Fig. 1: run 1, cell area per tile
The die is cut into 12 by 12 equal tiles; white is low, dark blue is high, 0 to 100% covered.
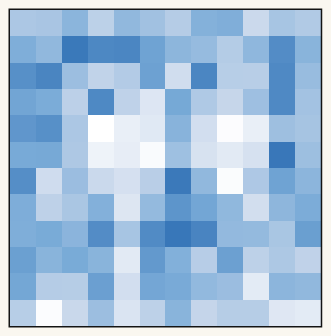
Fig. 2: run 1, metal 3
Scale bar: 20 um.
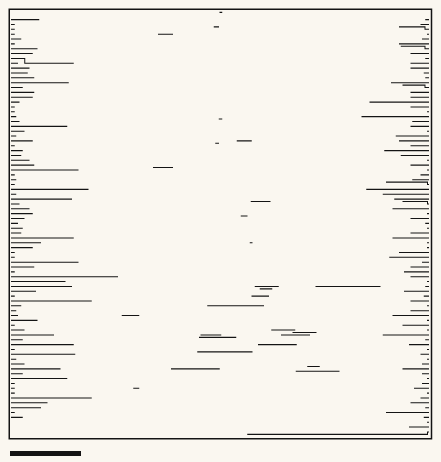
Fig. 3: run 1, placed cells, one colour a class
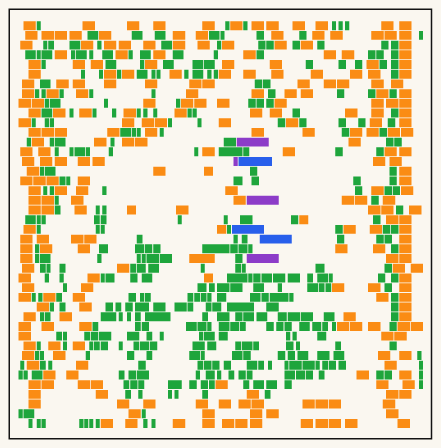
Fig. 4: run 1, M2 wires
Scale bar: 20 um.
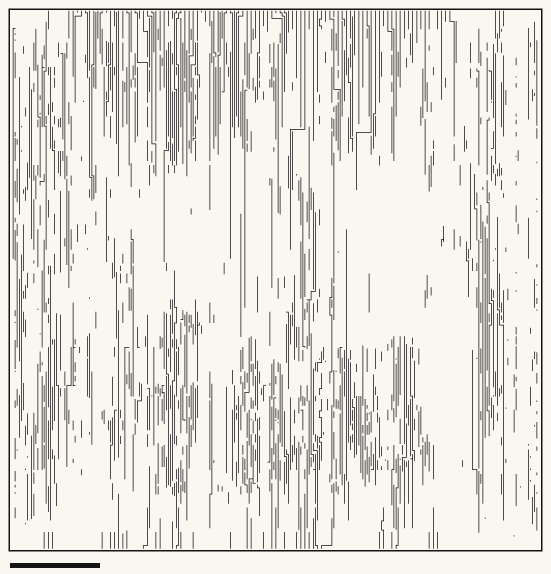
$ cat src/rtl/dmem_arb_pkg.sv
// Shared types and defaults for the two-requester data memory arbiter.
//   DM_SIZE_DEFAULT : default data memory size in bytes
//   state_t         : arbiter FSM state (IDLE accepts requests, RDATA returns read data)
//   req_id_t        : requester identifier, 0 = r0, 1 = r1
package dmem_arb_pkg;

  localparam int DM_SIZE_DEFAULT = 1024;

  typedef enum logic {
    IDLE  = 1'b0,
    RDATA = 1'b1
  } state_t;

  typedef logic req_id_t;

endpackage

$ cat src/rtl/rr_arbiter2.sv
// Two-way round-robin grant logic with its own last-grant pointer.
// Ports:
//   clock, reset_n : clock and asynchronous active-low reset
//   enable_i       : grants may only be issued while high
//   req_i[1:0]     : request vector, bit K for requester K
//   gnt_o[1:0]     : one-hot grant, combinational from req_i
//   winner_o       : ID of the selected requester (valid while any gnt_o bit is set)
module rr_arbiter2
  import dmem_arb_pkg::*;
(
  input  logic       clock,
  input  logic       reset_n,
  input  logic       enable_i,
  input  logic [1:0] req_i,
  output logic [1:0] gnt_o,
  output req_id_t    winner_o
);

  req_id_t lastGnt_q;
  req_id_t lastGnt_d;

  // Pick the winner: on contention the requester that was not granted last
  // wins; a lone requester always wins. The pointer follows every grant.
  always_comb begin
    gnt_o     = 2'b00;
    lastGnt_d = lastGnt_q;
    if (req_i == 2'b11) begin
      winner_o = ~lastGnt_q;
    end else begin
      winner_o = req_i[1];
    end
    if (enable_i && (req_i != 2'b00)) begin
      gnt_o     = winner_o ? 2'b10 : 2'b01;
      lastGnt_d = winner_o;
    end
  end

  // Reset points at r1 as last-granted so r0 wins the first contention.
  always_ff @(posedge clock or negedge reset_n) begin
    if (!reset_n) begin
      lastGnt_q <= 1'b1;
    end else begin
      lastGnt_q <= lastGnt_d;
    end
  end

endmodule

$ cat src/rtl/dmem_arbiter.sv
// Arbitrates two requesters onto a single synchronous data memory port.
// Ports:
//   clock, reset_n                 : clock and asynchronous active-low reset
//   rK_req/we/addr/wdata (K=0,1)   : request held until granted
//   rK_gnt, rK_err                 : grant pulse, error pulse on illegal request
//   rK_rvalid, rK_rdata            : read data return, one cycle after grant
//   mem_read, mem_write            : memory strobes, only in the grant cycle
//   mem_addr, mem_wdata            : memory address/data, zero when idle
//   mem_rdata                      : registered memory output
module dmem_arbiter
  import dmem_arb_pkg::*;
#(
  parameter int DM_SIZE = DM_SIZE_DEFAULT,
  parameter int ADDR_W  = 32
) (
  input  logic              clock,
  input  logic              reset_n,
  input  logic              r0_req,
  input  logic              r0_we,
  input  logic [ADDR_W-1:0] r0_addr,
  input  logic [31:0]       r0_wdata,
  output logic              r0_gnt,
  output logic              r0_err,
  output logic              r0_rvalid,
  output logic [31:0]       r0_rdata,
  input  logic              r1_req,
  input  logic              r1_we,
  input  logic [ADDR_W-1:0] r1_addr,
  input  logic [31:0]       r1_wdata,
  output logic              r1_gnt,
  output logic              r1_err,
  output logic              r1_rvalid,
  output logic [31:0]       r1_rdata,
  output logic              mem_read,
  output logic              mem_write,
  output logic [ADDR_W-1:0] mem_addr,
  output logic [31:0]       mem_wdata,
  input  logic [31:0]       mem_rdata
);

  state_t  state_q, state_d;
  req_id_t rdId_q, rdId_d;

  logic [1:0]        gnt;
  req_id_t           winner;
  logic              arbEnable;
  logic              selWe;
  logic [ADDR_W-1:0] selAddr;
  logic [31:0]       selWdata;
  logic [ADDR_W:0]   lastByte;
  logic              legal;
  logic              anyGnt;

  // Gating with reset_n keeps grants and strobes low for the whole reset pulse.
  assign arbEnable = reset_n && (state_q == IDLE);

  rr_arbiter2 u_rr (
    .clock    (clock),
    .reset_n  (reset_n),
    .enable_i (arbEnable),
    .req_i    ({r1_req, r0_req}),
    .gnt_o    (gnt),
    .winner_o (winner)
  );

  assign anyGnt   = |gnt;
  assign selWe    = winner ? r1_we    : r0_we;
  assign selAddr  = winner ? r1_addr  : r0_addr;
  assign selWdata = winner ? r1_wdata : r0_wdata;

  // One extra bit so addr+3 cannot wrap past the top of the address space.
  assign lastByte = {1'b0, selAddr} + (ADDR_W+1)'(3);
  assign legal    = (selAddr[1:0] == 2'b00) && (lastByte < (ADDR_W+1)'(DM_SIZE));

  // Grant, error and memory-side outputs for the current cycle.
  always_comb begin
    r0_gnt    = gnt[0];
    r1_gnt    = gnt[1];
    r0_err    = gnt[0] & ~legal;
    r1_err    = gnt[1] & ~legal;
    mem_read  = anyGnt & legal & ~selWe;
    mem_write = anyGnt & legal & selWe;
    mem_addr  = (mem_read || mem_write) ? selAddr : '0;
    mem_wdata = mem_write ? selWdata : '0;
  end

  // Read data returns to whichever requester owned the outstanding read.
  always_comb begin
    r0_rvalid = (state_q == RDATA) && (rdId_q == 1'b0);
    r1_rvalid = (state_q == RDATA) && (rdId_q == 1'b1);
    r0_rdata  = r0_rvalid ? mem_rdata : 32'h0;
    r1_rdata  = r1_rvalid ? mem_rdata : 32'h0;
  end

  // Only a legal read leaves IDLE; RDATA always lasts exactly one cycle.
  always_comb begin
    state_d = state_q;
    rdId_d  = rdId_q;
    unique case (state_q)
      IDLE: begin
        if (mem_read) begin
          state_d = RDATA;
          rdId_d  = winner;
        end
      end
      RDATA:   state_d = IDLE;
      default: state_d = IDLE;
    endcase
  end

  always_ff @(posedge clock or negedge reset_n) begin
    if (!reset_n) begin
      state_q <= IDLE;
      rdId_q  <= 1'b0;
    end else begin
      state_q <= state_d;
      rdId_q  <= rdId_d;
    end
  end

endmodule

$ cat config.mk
export PLATFORM = sky130hd
export DESIGN_NAME = dmem_arbiter
export DESIGN_NICKNAME = d
export VERILOG_FILES = /design/src/rtl/dmem_arb_pkg.sv /design/src/rtl/rr_arbiter2.sv /design/src/rtl/dmem_arbiter.sv
export SDC_FILE = /design/constraint.sdc
export NUM_CORES = 1
export LEC_CHECK = 0
export CAP_MARGIN = 20
export CORE_AREA = 2 2 116 118
export CTS_BUF_LIST = sky130_fd_sc_hd__clkbuf_16
export CTS_CLUSTER_DIAMETER = 30
export DETAILED_ROUTE_END_ITERATION = 16
export DIE_AREA = 0 0 118 120
export HOLD_SLACK_MARGIN = 0.15
export PLACE_DENSITY_LB_ADDON = 0.08
export SYNTH_ARGS = -nofsm -noshare
export SYNTH_HDL_FRONTEND = slang
export SYNTH_SLANG_ARGS = --single-unit
export TNS_END_PERCENT = 1
$ cat constraint.sdc
create_clock -name clock -period 8.9 [get_ports clock]
set_clock_uncertainty 0.2 [all_clocks]
set_input_delay 1.78 -clock clock [delete_from_list [all_inputs] [get_ports clock]]
set_output_delay 1.78 -clock clock [all_outputs]
set_load 0.02 [all_outputs]
==> impl_metrics.toml, run 1 <==
# flow metrics
[run_status]
outcome = "completed"

[grt]
grt_pass1_vias = 4227
grt_max_degree = 44
gr-max-usage-layer = "met2"
track_usage_pct = 19.1
grt.overflow.total = 0

[setup_path]
cp_top_family = "simple AND/OR/NAND/NOR gates"
crit_type = "in2out"
cp_num_buf_inv = 2
crit_chain = "clkdlybuf4s50_1 -> a21bo_2 -> or4_4 -> a2bb2o_4 -> nor4_1 -> o22ai_1 -> nor4_4 -> nand4_4 -> a21oi_1 -> clkdlybuf4s50_1"
required_ns = 6.92
arrival_ns = 6.13
path_max_fanout = 33
startpoint_type = "primary input"
max_stage_delay_ns = 0.66
cp-end-kind = "output pin"

[routing]
drt_iter0_markers = 147
route.met2.wl_um = 7680
dr.pass1.iters = 4
routed.top_layer = "met4"

[timing]
setup_viol = 0
fin_tns_setup_ns = 0
hold_viol = 0
clock.fmax_mhz = 123
fin_crit_ns = 8.11
max_slew_margin_pct = 40.0

[yosys]
ff_type = "dfrtp_1"
ys_seq_share_pct = 2.77
yosysUniqueCellTypes = 61
simple_gate_share_pct = 51.5
ys_ff = 3
synth-adder-area-share_pct = 0
edf_count = 0
yosys-stat-area_sq_um = 2750
netlist_instances = 441
yosysTopAreaCell = "nand2_1"
yosys_warnings = 0
syn_area_sq_um = 2750
synthTopCellsByCount = "101 x nand2_1, 39 x and3_1, 36 x and2_1"
synthTopCellsByArea = "nand2_1 14%, a21oi_2 9.2%, and3_1 8.9%"
ys_top_logic_family = "simple AND/OR/NAND/NOR gates"
synthArstFlopShare_pct = 100

[cts]
clock_sinks = 3
htreeDepth = 1
clk_latency_ns = 0.23
cts_hold_buf = 0
cts-root-buf = "clkbuf_16"
cts_buffer_depth = 2
cts_resized = 0
cts_buffers = 3
post_cts_buffers = 0

[placed_design]
place_ws_ns = 0.493
port_buffers = 277

[layout]
comb_area_sq_um = 2430
clock_buffers = 3
comb-cell-share_pct = 43.0
fillers = 1377
reg_top3 = "rdId_q: 1 flops, state_q: 1 flops, u_rr.lastGnt_q: 1 flops"
comb_cells = 403
largest_cell_class = "buffers"
drive_above_1_share_pct = 7.60
n_antenna_cell = 0

[pwr]
p_leak_nw = 2.15
power_density_nw_per_um2 = 46.4
ir_worst_vdd_v = 0.0000424

[worst_hold_path]
hold_path_class = "reg2reg"

[die]
io_pins = 302
die-area_sq_um = 14200
tapcell.inserted = 176
Notes on Fig. 1 above:
The mean over all tiles is 38%. 2.1% of the tiles are nearly empty. The fullest tile reaches 71%. The densest ninth of the die: top left.
fp util: 21.2%
core area: 13000 sq um
Final Util: 43.5%

Notes on Fig. 2 above:
The layer carries 1150 um of wire. 189 nets have wire on it.
final wirelength: 14400 um
via count: 4171
GR met3 Demand/Resource: 4.85%

Notes on Fig. 3 above:
Purple stands for clock drivers and dummy loads, cells 4, share of their area 1.5%. Orange stands for other buffers and delay cells, cells 283, share of their area 52%. Green stands for combinational and other logic, cells 407, share of their area 45%. Blue stands for flops, cells 3, share of their area 1.4%.
fraction of area in registers: 1.35%
fin area: 5650 sq um
FP Rows: 42

Notes on Fig. 4 above:
The layer carries 7680 um of wire. The longest straight run is 62.6 um. 745 nets have wire on it.

==> run 1: cell usage in the layout, fill, tap and decap left out, drive strengths merged, types with 3 or more instances in the layout <==
cell type      synthesis  layout
nand4                 14      14
clkdlybuf4s50          0     277
nor4b                  3       3
a31oi                  3       3
o21ai                  7       7
or4                    3       3
nor2b                  3       3
mux2i                 11      11
and2                  36      36
inv                    4       5
and3                  39      39
buf                   36       6
and4                   4       4
nand3                 17      17
nor2                  14      14
nor4                   6       6
a21oi                 46      46
xor2                   3       3
conb                   1      24
o211ai                 7       7
o22ai                  6       6
nand2                101     101
xnor2                  5       5
clkbuf                18       3
nor3                  18      18
==> run 1: power by group <==
group / total (mW) / switching [mW] / leakage [nW] / internal (mW)
Clock: 0.0707 / 0.0128 / 0.0423 / 0.0580
Combinational: 0.176 / 0.0839 / 2.07 / 0.0918
Sequential: 0.0157 / 0.000840 / 0.0332 / 0.0148
==> run 1: stage by stage <==
stage	cells	hold WS [ns]	total power, mW	area, sq um
6_report	873	0.344	0.262	5650
3_5_place_dp	868	0.338	0.189	5550
2_1_floorplan	464	0.299	0.0942	2840
3_3_place_gp	868	0.335	0.189	5550
5_1_grt	873	0.350	0.278	5650
4_1_cts	872	0.345	0.262	5630
==> run 1: final timing paths <==
path / endpoint / start / cells after the start / slack (ns)
min in group asynchronous: state_q / reset_n / 1 / 1.56
worst min-delay path: u_rr.lastGnt_q / u_rr.lastGnt_q / 1 / 0.34
worst min register to register: u_rr.lastGnt_q / u_rr.lastGnt_q / 1 / 0.34
max in group asynchronous: u_rr.lastGnt_q / reset_n / 1 / 6.70
worst max register to register: state_q / u_rr.lastGnt_q / 9 / 5.51
worst max-delay path: mem_wdata[0] / r1_req / 10 / 0.79
--- run 2 (diff from run 1) ---
SLEW_MARGIN = 20   (was default)
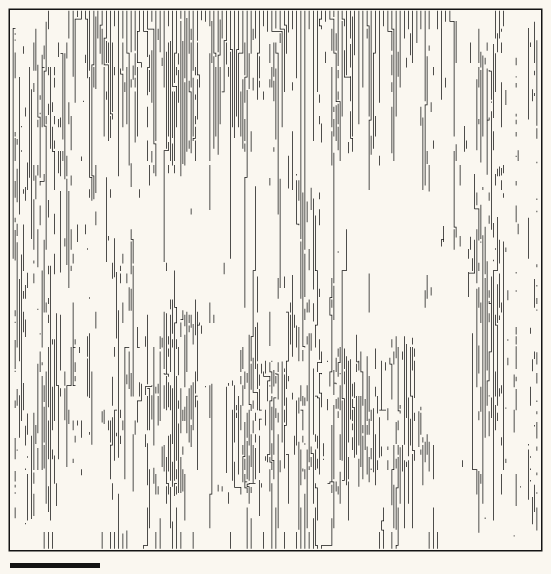
Fig. 5. M2 wires (run 2).
Scale bar: 20 um.
The layer carries 7690 um of wire. The layer holds 54% of the routed length. The wires run mostly vertical. The longest straight run is 59.5 um. 744 nets have wire on it.

==> run 2 against run 1 <==
Compared with the run above: non-clock buffer count stayed put; sequential power about the same; sequential cell count stayed put; largest power group unchanged; critical path type unchanged; highest routed layer unchanged; synthesized cell count is the same; combinational power is essentially flat; final cell count did not move; sequential share of layout area hardly changed; fmax is 0.34% lower.
==> impl_metrics.toml, run 2 <==
# flow metrics
[layout]
lay_top_count = "clkdlybuf4s50_1"
area.growth.synth_to_final_pct = 105
final_cell_mix = "277 x clkdlybuf4s50_1, 101 x nand2_1, 39 x and3_1, 36 x and2_1, 29 x a21oi_2"
n_antenna_cell = 0
fillers = 1378
reg_top3 = "rdId_q: 1 flops, state_q: 1 flops, u_rr.lastGnt_q: 1 flops"
final_nets = 864
drive_above_1_share_pct = 7.60
instances_no_fill = 873

[die]
rows = 42
io_pins = 302
core_area_sq_um = 13000
die-area_sq_um = 14200
fp-utilization_pct = 21.2
die_w_um = 118
dieHeight_um = 120

[worst_hold_path]
min_path_cells = 1
hold_path_class = "reg2reg"
hp-start = "u_rr.lastGnt_q"
min_to = "u_rr.lastGnt_q"

[pwr]
power-top-group = "combinational cells"
clk-power_mw = 0.0708
p_seq_share_pct = 6.0
p_int_mw = 0.165
swShare_pct = 37.2
ir_worst_vdd_v = 0.0000423
powerSeq_mw = 0.0157
combinationalPower_mw = 0.176
power_switching_mw = 0.0976
p_comb_share_pct = 67.1
power_density_nw_per_um2 = 46.5
p_leak_nw = 2.15
clkPwrFrac_pct = 26.9

[setup_path]
max_stage_delay_ns = 0.66
crit_type = "in2out"
r2r_setup_slack_ns = 5.43
cp_num_buf_inv = 3
cpMostUsedCell = "clkdlybuf4s50_1"
cp_top_family = "simple AND/OR/NAND/NOR gates"
crit_chain = "clkdlybuf4s50_1 -> a21boi_4 -> buf_16 -> or4b_1 -> a2bb2o_4 -> nor4_1 -> o22ai_1 -> nor4_4 -> nand4_4 -> a21oi_1 -> clkdlybuf4s50_1"
startpoint_type = "primary input"
cp.depth = 11
ff2ff_path_depth = 9
required_ns = 6.92
rr_endpoint = "state_q"
cp-end-kind = "output pin"
reg2reg_from = "u_rr.lastGnt_q"
arrival_ns = 6.16
cpMaxStageDelayCell = "clkdlybuf4s50_1"
path_max_fanout = 33

[timing]
rsz0062_at_grt = "no"
worstMarginPinSlew_ns = 0.891
fin_crit_ns = 8.14
hold_slack_ns = 0.344
max_slew_margin_pct = 40.6
clock.fmax_mhz = 123
fin_tns_setup_ns = 0
slew_violations = 0
hold_viol = 0
finalCritPeriodShare_pct = 91.4
setup_viol = 0

[placed_design]
hpwl_um = 11900
dp.cells = 868
port_buffers = 277
gp_congestion = 0.808

[routing]
m1WireLength_um = 5250
routed.top_layer = "met4"
dr.pass1.iters = 4
wirelength_um = 14300
via_per_inst = 4.79
met3_length_um = 1200
drc = 0
dr_total_vias = 4180
route.met2.wl_um = 7690
drt_iter0_markers = 133
wl_per_cell_um = 16.4
ant_nets = 0

[yosys]
most_common_cell = "nand2_1"
ff_type = "dfrtp_1"
top_cell_area_share_pct = 13.8
yosysUniqueCellTypes = 61
syn_area_per_cell_sq_um = 6.24
synthTopCellsByArea = "nand2_1 14%, a21oi_2 9.2%, and3_1 8.9%"
yosys_warnings = 0
synthArstFlopShare_pct = 100
netlist_instances = 441
ys_cells = 441
edf_count = 0
ys_ff = 3
yosysTopAreaCell = "nand2_1"
yosys-stat-area_sq_um = 2750
ys_seq_share_pct = 2.77
synthTopCellsByCount = "101 x nand2_1, 39 x and3_1, 36 x and2_1"
syn_area_sq_um = 2750

[grt]
met3_usage_pct = 4.85
gr-max-usage-layer = "met2"
grtUsageMet2_pct = 37.5
grt_pass1_vias = 4227
grt_pass1_wl_um = 21900
antenna_found_initial = 0
grt_max_degree = 44
track_usage_pct = 19.1
met1_usage_pct = 20.2
grt.overflow.total = 0

[cts]
post_cts_buffers = 0
cts_buffer_depth = 2
cts_resized = 0
cts-root-buf = "clkbuf_16"
clk_latency_ns = 0.23
clock_sinks = 3
cts_tree = "built"
cts_buffers = 3
clk_pin_slew_worst_paths_ns = 0.03
htreeDepth = 1
cts_hold_buf = 0

[flow_run]
drv_cap = 0
warnings = 26

[run_status]
outcome = "completed"
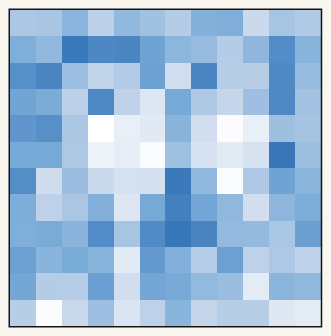
Fig. 6. Cell area per tile (run 2).
The die is cut into 12 by 12 equal tiles; white is low, dark blue is high, 0 to 100% covered.
The mean over all tiles is 38%. The fullest tile reaches 71%. The densest ninth of the die: top left.
Final Util: 43.6%

## run 2: cell counts after synthesis
Identical to the previous run, type by type.
## run 2: worst max-delay path by stage
stage               startpoint            end  slack [ns]
CTS                     r0_req   mem_wdata[0]        0.48
detailed placement      r0_req  mem_wdata[23]        0.49
floorplan               r1_req    mem_addr[2]        2.63
global route            r1_req  mem_wdata[11]        0.46
finish                  r0_req   mem_wdata[0]        0.76
global placement        r0_req   mem_wdata[0]        0.62
## run 2: kinds of logic (layout without fill, tap and decap cells)
| kind of cell | Yosys count | in the layout | share of synthesized area (%) |
|---|---|---|---|
| xor+xnor | 8 | 8 | 2.54 |
| buf+inv | 58 | 291 | 12.6 |
| compound gates | 94 | 94 | 26.1 |
| simple gates | 265 | 265 | 51.5 |
| other cells | 1 | 24 | 0.136 |
| flops | 3 | 3 | 2.77 |
| mux | 12 | 12 | 4.41 |
## run 2: layout make-up
type / count / area (sq um) / share of cell area [%]
timing repair buffer: 283 / 2840 / 50.2
clock inverter: 1 / 3.75 / 0.0664
clock buffer: 3 / 75.1 / 1.33
tap: 176 / 220 / 3.89
inverter: 4 / 15.0 / 0.265
sequential: 3 / 76.3 / 1.35
multi-input combinational: 403 / 2430 / 42.9
## run 2: stage by stage
step,utilization [%],setup WS [ns],cell area [sq um],total power [mW]
final,43.6,0.763,5660,0.263
after global placement,42.8,0.622,5550,0.189
after global routing,43.6,0.459,5660,0.279
after detailed placement,42.8,0.493,5550,0.189
after floorplan,-,2.63,2840,0.0942
after CTS,43.4,0.475,5630,0.262
## run 2: worst register-to-register path, stage by stage, from the launching register on
cell and delay (ns):
dfstp_2 0.56, a21boi_4 0.15, buf_16 0.21, or4b_1 0.58, a2bb2o_4 0.29, nor4_1 0.33
o22ai_1 0.16, nor4_4 0.44, nand3_2 0.31, nor2_1 0.17
Power is estimated from default activity; no workload was simulated.
